### src/rtl/clock_sequencer.sv
// clock_sequencer
//   Gates the processor clock-enable for board bring-up and debug. Everything
//   runs on inclk. proc_ce is a one-inclk-wide enable pulse. The four modes
//   are free-run at inclk/DIV, single-step from a push button, N-cycle burst,
//   and halt on processor request.
//
// Parameters
//   DIV    inclk cycles per processor cycle in RUN/BURST (>= 2)
//   BL_W   width of burst length / remaining-burst counter
//   CNT_W  width of executed-cycle counter
//
// Ports
//   inclk       in   board clock
//   rst         in   synchronous active-high reset
//   run_sw      in   level, requests free-run
//   step_btn    in   raw push button, asynchronous to inclk
//   burst_go    in   one-cycle pulse, starts a burst of burst_len cycles
//   burst_len   in   burst length, sampled when burst_go is accepted
//   halt_req    in   level from processor, highest priority outside HALT
//   clr_halt    in   one-cycle pulse, leaves HALT once halt_req is low
//   proc_ce     out  registered processor clock-enable pulse
//   state       out  IDLE=0 RUN=1 BURST=2 STEP=3 HALT=4
//   halted      out  registered, high while in HALT
//   burst_left  out  remaining burst cycles
//   cycle_cnt   out  proc_ce pulses issued, wraps silently
module clock_sequencer #(
  parameter int unsigned DIV   = 28'd50000000,
  parameter int unsigned BL_W  = 8,
  parameter int unsigned CNT_W = 16
) (
  input  logic             inclk,
  input  logic             rst,
  input  logic             run_sw,
  input  logic             step_btn,
  input  logic             burst_go,
  input  logic [BL_W-1:0]  burst_len,
  input  logic             halt_req,
  input  logic             clr_halt,
  output logic             proc_ce,
  output logic [2:0]       state,
  output logic             halted,
  output logic [BL_W-1:0]  burst_left,
  output logic [CNT_W-1:0] cycle_cnt
);

  localparam int unsigned PS_W = $clog2(DIV);
  localparam logic [PS_W-1:0] PS_LAST = PS_W'(DIV - 1);

  typedef enum logic [2:0] {
    S_IDLE  = 3'd0,
    S_RUN   = 3'd1,
    S_BURST = 3'd2,
    S_STEP  = 3'd3,
    S_HALT  = 3'd4
  } state_e;

  state_e           state_q, state_d;
  logic [PS_W-1:0]  pre_q, pre_d;
  logic             ce_q, ce_d;
  logic             halted_q, halted_d;
  logic [BL_W-1:0]  bl_q, bl_d;
  logic [CNT_W-1:0] cc_q, cc_d;

  logic step_meta_q, step_sync_q, step_hist_q;
  logic step_pulse;
  logic tick;

  // Two-flop synchroniser plus a history flop. The edge detector runs in
  // every state, so a press outside IDLE is consumed and never queued.
  always_ff @(posedge inclk) begin
    if (rst) begin
      step_meta_q <= 1'b0;
      step_sync_q <= 1'b0;
      step_hist_q <= 1'b0;
    end else begin
      step_meta_q <= step_btn;
      step_sync_q <= step_meta_q;
      step_hist_q <= step_sync_q;
    end
  end

  assign step_pulse = step_sync_q & ~step_hist_q;
  assign tick       = (pre_q == PS_LAST);

  always_ff @(posedge inclk) begin
    if (rst) begin
      state_q  <= S_IDLE;
      pre_q    <= '0;
      ce_q     <= 1'b0;
      halted_q <= 1'b0;
      bl_q     <= '0;
      cc_q     <= '0;
    end else begin
      state_q  <= state_d;
      pre_q    <= pre_d;
      ce_q     <= ce_d;
      halted_q <= halted_d;
      bl_q     <= bl_d;
      cc_q     <= cc_d;
    end
  end

  // The prescaler defaults to 0 and only advances on the branches that stay
  // in RUN/BURST. Entering either mode therefore starts from 0, and the first
  // tick lands DIV cycles after entry. Any exit clears the count.
  always_comb begin
    state_d = state_q;
    pre_d   = '0;
    ce_d    = 1'b0;
    bl_d    = bl_q;

    unique case (state_q)
      S_IDLE: begin
        if (halt_req) begin
          state_d = S_HALT;
        end else if (run_sw) begin
          state_d = S_RUN;
        end else if (burst_go && (burst_len != '0)) begin
          state_d = S_BURST;
          bl_d    = burst_len;
        end else if (step_pulse) begin
          state_d = S_STEP;
          ce_d    = 1'b1;
        end
      end

      S_RUN: begin
        if (halt_req) begin
          state_d = S_HALT;
        end else if (!run_sw) begin
          state_d = S_IDLE;
        end else begin
          pre_d = tick ? '0 : pre_q + 1'b1;
          ce_d  = tick;
        end
      end

      S_BURST: begin
        if (halt_req) begin
          state_d = S_HALT;
          bl_d    = '0;
        end else begin
          pre_d = tick ? '0 : pre_q + 1'b1;
          if (tick) begin
            ce_d = 1'b1;
            bl_d = bl_q - 1'b1;
            if (bl_q == BL_W'(1)) begin
              state_d = S_IDLE;
            end
          end
        end
      end

      S_STEP: begin
        state_d = halt_req ? S_HALT : S_IDLE;
      end

      S_HALT: begin
        if (clr_halt && !halt_req) begin
          state_d = S_IDLE;
        end
      end

      default: begin
        state_d = S_IDLE;
        bl_d    = '0;
      end
    endcase
  end

  always_comb begin
    halted_d = (state_d == S_HALT);
    cc_d     = ce_d ? cc_q + 1'b1 : cc_q;
  end

  assign proc_ce    = ce_q;
  assign state      = state_q;
  assign halted     = halted_q;
  assign burst_left = bl_q;
  assign cycle_cnt  = cc_q;

endmodule

### config.mk
export PLATFORM = sky130hd
export DESIGN_NAME = clock_sequencer
export DESIGN_NICKNAME = d
export VERILOG_FILES = /design/src/rtl/clock_sequencer.sv
export SDC_FILE = /design/constraint.sdc
export NUM_CORES = 1
export LEC_CHECK = 0
export ABC_CLOCK_PERIOD_IN_PS = 2000
export CORE_UTILIZATION = 30
export DETAILED_ROUTE_END_ITERATION = 8
export GPL_ROUTABILITY_DRIVEN = 0
export SETUP_SLACK_MARGIN = 0.4
export SLEW_MARGIN = 0
export SYNTH_ARGS = -nofsm -noshare
export SYNTH_HDL_FRONTEND = slang
export SYNTH_SLANG_ARGS = --single-unit
### constraint.sdc
create_clock -name inclk -period 2 [get_ports inclk]
set_input_delay 0.4 -clock inclk [delete_from_list [all_inputs] [get_ports inclk]]
set_output_delay 0.4 -clock inclk [all_outputs]
set_load 0.01 [all_outputs]
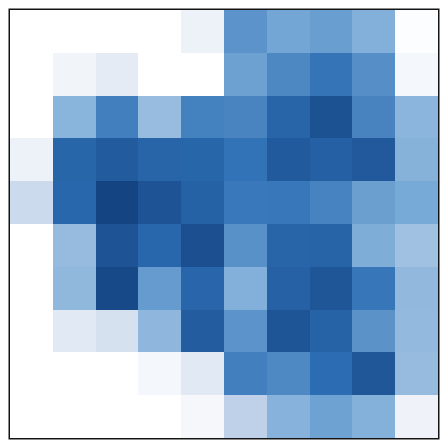
Figure 1: cell density map.
The die is cut into 10 by 10 equal tiles; white is low, dark blue is high, 0 to 100% covered.
nearly empty tiles	19%
emptiest ninth of the die	south-west
mean over tiles	46%
Util after Layout: 51.3%
core area: 9730 µm²
Init Core Util: 30.9%

==> reports/qor.txt <==
Antenna diode count: 0
Vias/cell: 5.04
Critical path buffers and inverters: 1
Root buffer cell: clkbuf_8
Fin nets: 489
Worst r2r src: state[1]
Largest net degree at the start of global routing: 48
Endpoints failing setup: 14
Minimum clock period: 2.12 ns
Peak supply drop: 0.295 mV
Port Buffers: 43
Worst-path cell chain: or2_4 -> or3_4 -> or4_4 -> buf_8 -> a21oi_2 -> mux2_4
Status: finished with violations
Remaining DRCs: 0
Area after DPL: 4080 µm²
Cts bufs inserted: 9
Synth async-reset ratio: 0%
Num Clock Sinks: 58
Pre-Repair DR Iteration Count: 4
Combinational Area: 2330 µm²
CTS Buffer Depth: 2
Fin. max-slew vios: 0
Mean Syn Cell Area: 8.44 µm²
Max_cap viols: 0
CTS tree: built
CP Launch Point: state[1]
Yosys stat area: 3010 µm²
Post-synth EDFFs: 0
Die ar.: 10400 µm²
Clock transition at the registers of the reported paths: 0.07 ns
Crit path depth: 6
Area growth, synth to finish: 66.1%
PnR worst setup slack: -0.117 ns
H-tree depth: 3
Reg-to-reg slack, setup: -0.12 ns
Detailed placement HPWL: 5420 µm
Fin crit share: 106%
Tool warning count: 30
Failing checks: setup timing
Worst relative slew slack: 65.0%
Synth Cell Area: 3010 µm²
Min-delay worst type: reg -> reg
Die X: 102 µm
Worst Path Required: 2.24 ns
Pwr per Cell Area: 504 nW/µm²
Net Count, Synth: 375
Layout Skew: 0.0150 ns
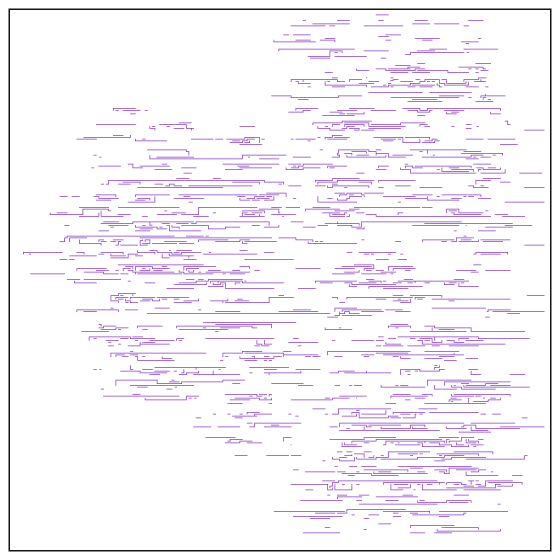
Figure 2: metal 1.
main direction	horizontal
longest straight run	34.5 µm
wire length on this layer	3980 µm
share of all routed wire	44%

==> through the flow <==
step	power, mW	instances	setup slack (ns)	setup TNS [ns]
3_3_place_gp	1.46	575	-0.663	-13.55
2_1_floorplan	1.33	356	-0.146	-1.25
5_1_grt	2.62	607	-0.160	-1.70
6_report	2.52	607	-0.117	-1.03
4_1_cts	2.49	599	-0.0943	-0.964
3_5_place_dp	1.46	575	-0.703	-13.98
==> Yosys cell counts, types with 2 or more instances <==
master    number  area share (%)
a21oi_2        7             2.0
xnor2_1       16             4.7
buf_6          2            0.75
nand2_1       11             1.4
and3_1        10             2.1
nor2b_1       20             4.2
nor4_1        11             2.3
nor2_1        56             7.0
o21ai_0        6             1.0
ha_1           4             1.7
clkbuf_1      10             1.2
nand3_1       21             3.5
a211oi_1       3            0.75
xor2_1         8             2.3
nand2b_1       2            0.42
nand4_1        9             1.9
mux2_1         7             2.6
a21oi_1       16             2.7
and3b_1        2            0.58
nor4b_1        2            0.58
and4_1         4             1.2
o311ai_0       5             1.5
mux2_2         7             2.6
nor3_1        10             1.7
buf_2          3            0.50
or4_1          4             1.0
a22oi_1        3            0.75
inv_1         12             1.5
or3_1          3            0.62
dfxtp_1       58              39
o31ai_1        6             1.5
==> power by group <==
| group | leakage, nW | total, mW | switching [mW] | internal (mW) |
|---|---|---|---|---|
| clock | 0.0986 | 1.04 | 0.478 | 0.560 |
| combinational | 1.37 | 0.288 | 0.159 | 0.129 |
| sequential | 0.479 | 1.19 | 0.0186 | 1.17 |
==> per-layer routing <==
| layer | wire length (µm) | part of all wire (%) | track usage, % |
|---|---|---|---|
| met1 | 3980 | 44 | 20.2 |
| met5 | 0 | 0 | 0 |
| met2 | 4560 | 51 | 29.3 |
| met3 | 292 | 3.2 | 3.76 |
| met4 | 169 | 1.9 | 6.81 |
==> what timing repair did <==
action | CTS | global route
hold endpoints to repair | 0 | 0
endpoints found under the setup margin | 81 | 57
gates resized | 108 | 80
cloned | 2 | 3
buffers inserted | 7 | 5
pin swaps | 17 | 24
==> registers in the layout, summed over array words and instances (netlist names) <==
signal	flops
pre_q	26
cycle_cnt	16
burst_left	8
state	3
halted	1
proc_ce	1
step_hist_q	1
step_meta_q	1
step_sync_q	1
==> final cells by class <==
cell class,instances,area share [%]
sequential,58,23.8
inverter,12,0.902
timing repair buffer,119,21.7
multi-input combinational,270,46.6
clock buffer,9,2.48
clock inverter,6,1.18
tap,133,3.33
==> cells by family after synthesis <==
group                      Yosys count  synth area share [%]
and+or+nand+nor                    173                  30.8
buffers and inverters               28                  4.16
DFF                                 58                  38.6
xor gates and xnor gates            24                  6.99
AOI/OAI and AO/OA                   55                  12.5
adders and majority gates            4                  1.67
muxes                               14                  5.25
==> how the worst min path moves through the flow <==
| stage | start | slack [ns] | cells past startpoint | endpoint |
|---|---|---|---|---|
| after floorplan | step_meta_q | 0.41 | 1 | step_sync_q |
| after global placement | step_meta_q | 0.45 | 1 | step_sync_q |
| after detailed placement | step_sync_q | 0.47 | 1 | step_hist_q |
| after CTS | step_sync_q | 0.47 | 1 | step_hist_q |
| after global routing | step_meta_q | 0.49 | 1 | step_sync_q |
| final | step_sync_q | 0.47 | 1 | step_hist_q |
Power and IR drop assume default switching activity.
